## config.mk

```make
export PLATFORM = sky130hd
export DESIGN_NAME = serial_arith_unit
export DESIGN_NICKNAME = d
export VERILOG_FILES = /design/src/rtl/serial_arith_unit.sv
export SDC_FILE = /design/constraint.sdc
export NUM_CORES = 1
export LEC_CHECK = 0
export CAP_MARGIN = 20
export CELL_PAD_IN_SITES_DETAIL_PLACEMENT = 0
export CELL_PAD_IN_SITES_GLOBAL_PLACEMENT = 1
export CORE_MARGIN = 4
export CORE_UTILIZATION = 41
export DETAILED_ROUTE_END_ITERATION = 8
export GPL_TIMING_DRIVEN = 0
export PLACE_DENSITY = 0.77
export SLEW_MARGIN = 30
export SYNTH_ARGS = -nofsm -noshare
export SYNTH_HDL_FRONTEND = slang
export SYNTH_SLANG_ARGS = --single-unit
```

## constraint.sdc

```tcl
create_clock -name clk -period 1.55 [get_ports clk]
set_input_delay 0.2325 -clock clk [delete_from_list [all_inputs] [get_ports clk]]
set_output_delay 0.2325 -clock clk [all_outputs]
set_load 0.1 [all_outputs]
```

## src/rtl/serial_arith_unit.sv

```systemverilog
// Digit-serial add/subtract unit: one DIGIT-bit adder plus a carry register walks
// WIDTH-bit operands LSB-first, with a start/busy/done handshake and result flags.
module serial_arith_unit #(
    parameter int WIDTH = 8,
    parameter int DIGIT = 1
) (
    input  logic             clk,
    input  logic             rst,
    input  logic             start,
    input  logic [WIDTH-1:0] A,
    input  logic [WIDTH-1:0] B,
    input  logic             Cin,
    input  logic [1:0]       S,
    output logic             busy,
    output logic             done,
    output logic [WIDTH-1:0] D,
    output logic             Cout,
    output logic             V,
    output logic             Z
);

    localparam int N     = WIDTH / DIGIT;
    localparam int CNT_W = (N > 1) ? $clog2(N) : 1;

    generate
        if (WIDTH < 2 || DIGIT < 1 || (WIDTH % DIGIT) != 0) begin : g_bad_params
            $error("serial_arith_unit: WIDTH must be >= 2 and a multiple of DIGIT");
        end
    endgenerate

    typedef enum logic {
        IDLE = 1'b0,
        RUN  = 1'b1
    } state_t;

    state_t             state_q;
    logic [WIDTH-1:0]   a_q;
    logic [WIDTH-1:0]   x_q;
    logic [WIDTH-1:0]   res_q;
    logic               carry_q;
    logic [CNT_W-1:0]   cnt_q;
    logic               amsb_q;
    logic               xmsb_q;
    logic               busy_q;
    logic               done_q;
    logic [WIDTH-1:0]   d_q;
    logic               cout_q;
    logic               v_q;
    logic               z_q;

    logic [WIDTH-1:0]       x_sel_d;
    logic [DIGIT:0]         sum_d;
    logic [WIDTH+DIGIT-1:0] cat_d;
    logic [WIDTH-1:0]       res_d;

    always_comb begin
        case (S)
            2'b00:   x_sel_d = B;
            2'b01:   x_sel_d = ~B;
            2'b10:   x_sel_d = '0;
            default: x_sel_d = '1;
        endcase
        sum_d = {1'b0, a_q[DIGIT-1:0]} + {1'b0, x_q[DIGIT-1:0]} + {{DIGIT{1'b0}}, carry_q};
        // New digit enters at the MSB end; after N shifts the first digit sits at the LSB.
        cat_d = {sum_d[DIGIT-1:0], res_q} >> DIGIT;
        res_d = cat_d[WIDTH-1:0];
    end

    always_ff @(posedge clk or posedge rst) begin
        if (rst) begin
            state_q <= IDLE;
            a_q     <= '0;
            x_q     <= '0;
            res_q   <= '0;
            carry_q <= 1'b0;
            cnt_q   <= '0;
            amsb_q  <= 1'b0;
            xmsb_q  <= 1'b0;
            busy_q  <= 1'b0;
            done_q  <= 1'b0;
            d_q     <= '0;
            cout_q  <= 1'b0;
            v_q     <= 1'b0;
            z_q     <= 1'b0;
        end else begin
            done_q <= 1'b0;
            case (state_q)
                IDLE: begin
                    if (start) begin
                        a_q     <= A;
                        x_q     <= x_sel_d;
                        carry_q <= Cin;
                        cnt_q   <= '0;
                        res_q   <= '0;
                        amsb_q  <= A[WIDTH-1];
                        xmsb_q  <= x_sel_d[WIDTH-1];
                        busy_q  <= 1'b1;
                        state_q <= RUN;
                    end
                end
                RUN: begin
                    a_q     <= a_q >> DIGIT;
                    x_q     <= x_q >> DIGIT;
                    carry_q <= sum_d[DIGIT];
                    res_q   <= res_d;
                    cnt_q   <= cnt_q + 1'b1;
                    if (cnt_q == CNT_W'(N - 1)) begin
                        state_q <= IDLE;
                        busy_q  <= 1'b0;
                        done_q  <= 1'b1;
                        d_q     <= res_d;
                        cout_q  <= sum_d[DIGIT];
                        v_q     <= (amsb_q == xmsb_q) && (res_d[WIDTH-1] != amsb_q);
                        z_q     <= (res_d == '0);
                    end
                end
                default: state_q <= IDLE;
            endcase
        end
    end

    assign busy = busy_q;
    assign done = done_q;
    assign D    = d_q;
    assign Cout = cout_q;
    assign V    = v_q;
    assign Z    = z_q;

endmodule

```

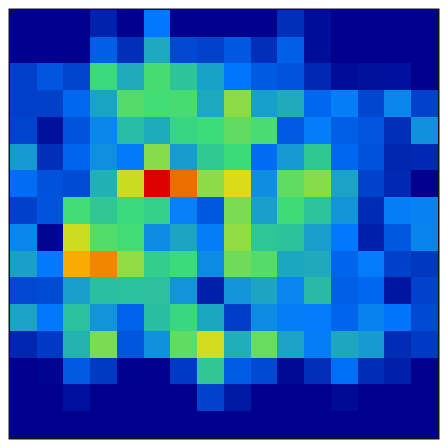
(images/metal_density.png)
16 x 16 tiles, from dark blue (low) to red (high), scaled to the fullest tile. Values are wire area over tile area, all layers added.
- emptiest ninth of the die: north-east
- fullest tile: 0.44
- nearly empty tiles: 22%
- densest ninth of the die: centre
- tiles over half the peak: 12%

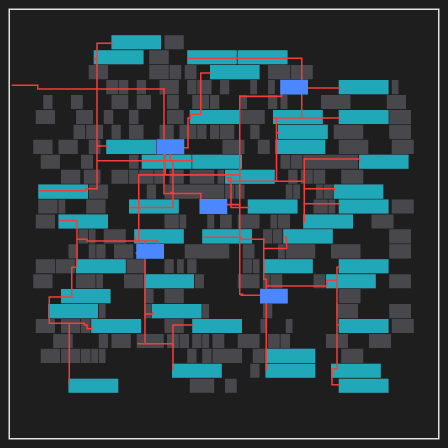
(images/clk_routes.png)
- clock wires: red (length 558 um)
- clock drivers: blue (count 5)
- flip-flops: cyan (count 43)
- routed clock nets: 6
- flops lie: all over the die

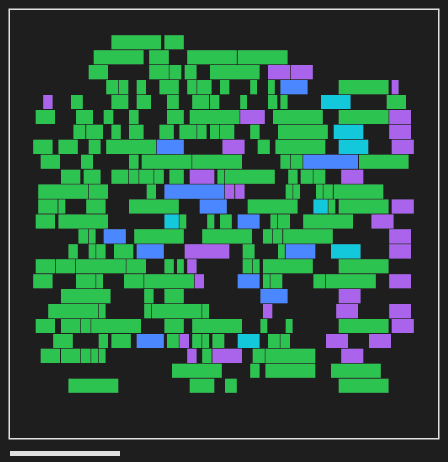
(images/sizes.png)
Bar = 20 um.
- _3 and _4 cells: cyan (cells 7)
- _0 and _1 cells: green (cells 173)
- _2 cells: purple (cells 32)
- _6 and larger: blue (cells 12)

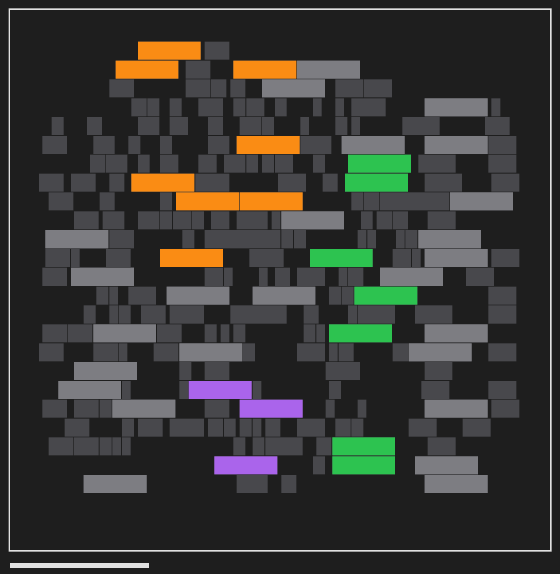
(images/flops_by_reg.png)
Bar = 20 um.
- res_q: green (sequential cells 7)
- cnt_q: purple (sequential cells 3)
- x_q: orange (sequential cells 8)
- not coloured: 25

==> reports/summary.txt <==
Initial antenna violation count: 0
Placer congestion estimate: 0.792
Tmin final: 1.48 ns
Count leader, synth: dfrtp_1
Reg2Reg Depth: 4
Status: finished clean
Via count: 1415
Floorplan core density: 0.425
Hold Fails Final Rpt: 0
Worst-path clk slew: 0.08 ns
Post-synthesis cell area: 2010 sq um
Vias in the first global route: 1444
Pwr/cell area: 2130 nW/um^2
XOR/XNOR share of the synthesized area: 0.0349
CP endpoint kind: flip-flop
DR top layer: met4
Yosys Instances: 181
Slowest CP cell: fa_2
H-tree levels: 2
Final Setup Violations: 0
Count of library flops with an enable pin: 0
Post-synthesis cell count: 181
Top comb family, area: simple AND/OR/NAND/NOR gates
OpenROAD warnings: 26
Clock Path Buffers: 2
Wire length per cell: 13.9 um
Synth area leader: dfrtp_1
Pin count of the biggest net entering global routing: 26
Residual DRC: 0
I/O pins: 35
Final Non-Filler Cells: 291
Sequential fraction of the synthesis area: 0.536
Fmax: 675 MHz
## cell usage in the layout, fill, tap and decap left out, types with 4 or more instances in the layout
master / netlist / layout
clkbuf_8: 0 / 6
nand2b_1: 11 / 11
nand2_1: 23 / 23
mux2_4: 4 / 4
clkdlybuf4s15_2: 0 / 13
dfrtp_1: 43 / 43
mux2_2: 6 / 6
a21oi_1: 7 / 7
nor2b_1: 9 / 9
nor2_1: 4 / 4
xnor2_1: 8 / 8
mux2i_1: 10 / 10
nor3b_1: 7 / 6
o21ai_0: 25 / 25
clkdlybuf4s50_1: 0 / 20
buf_2: 7 / 7
## power breakdown
| group | internal (mW) | switching, mW | total (mW) | leakage, nW |
|---|---|---|---|---|
| logic | 0.950 | 1.81 | 2.76 | 0.531 |
| registers | 1.58 | 0.301 | 1.88 | 0.557 |
| clock network | 0.521 | 0.386 | 0.907 | 0.0612 |
## cells by family after synthesis
kind of cell / after synthesis
AND-OR/OR-AND: 36
XOR/XNOR: 8
adder cells (fa/ha/maj): 3
buffers and inverters: 14
flip-flops: 43
multiplexers: 20
AND/OR/NAND/NOR: 57
## area by class of cell
cell class                 instances  share of cell area
timing repair buffer              35               0.147
sequential                        43               0.413
clock buffer                       6              0.0317
multi-input combinational        124               0.325
inverter                           2             0.00288
clock inverter                     2              0.0135
tap                               67              0.0322
buffer                            12              0.0351
## registers in the layout, summed over array words and instances, names as in the netlist
register and count:
busy 1, a_q 8, x_q 8, V 1, amsb_q 1, Cout 1
done 1, cnt_q 3, state_q 1, Z 1, D 8, carry_q 1
res_q 7, xmsb_q 1
## worst min path at each step
stage | start | end
finish | rst | D[1]
global route | rst | D[7]
CTS | rst | D[1]
detailed placement | busy | busy
global placement | busy | busy
floorplan | A[7] | amsb_q
Power is estimated from default activity; no workload was simulated.
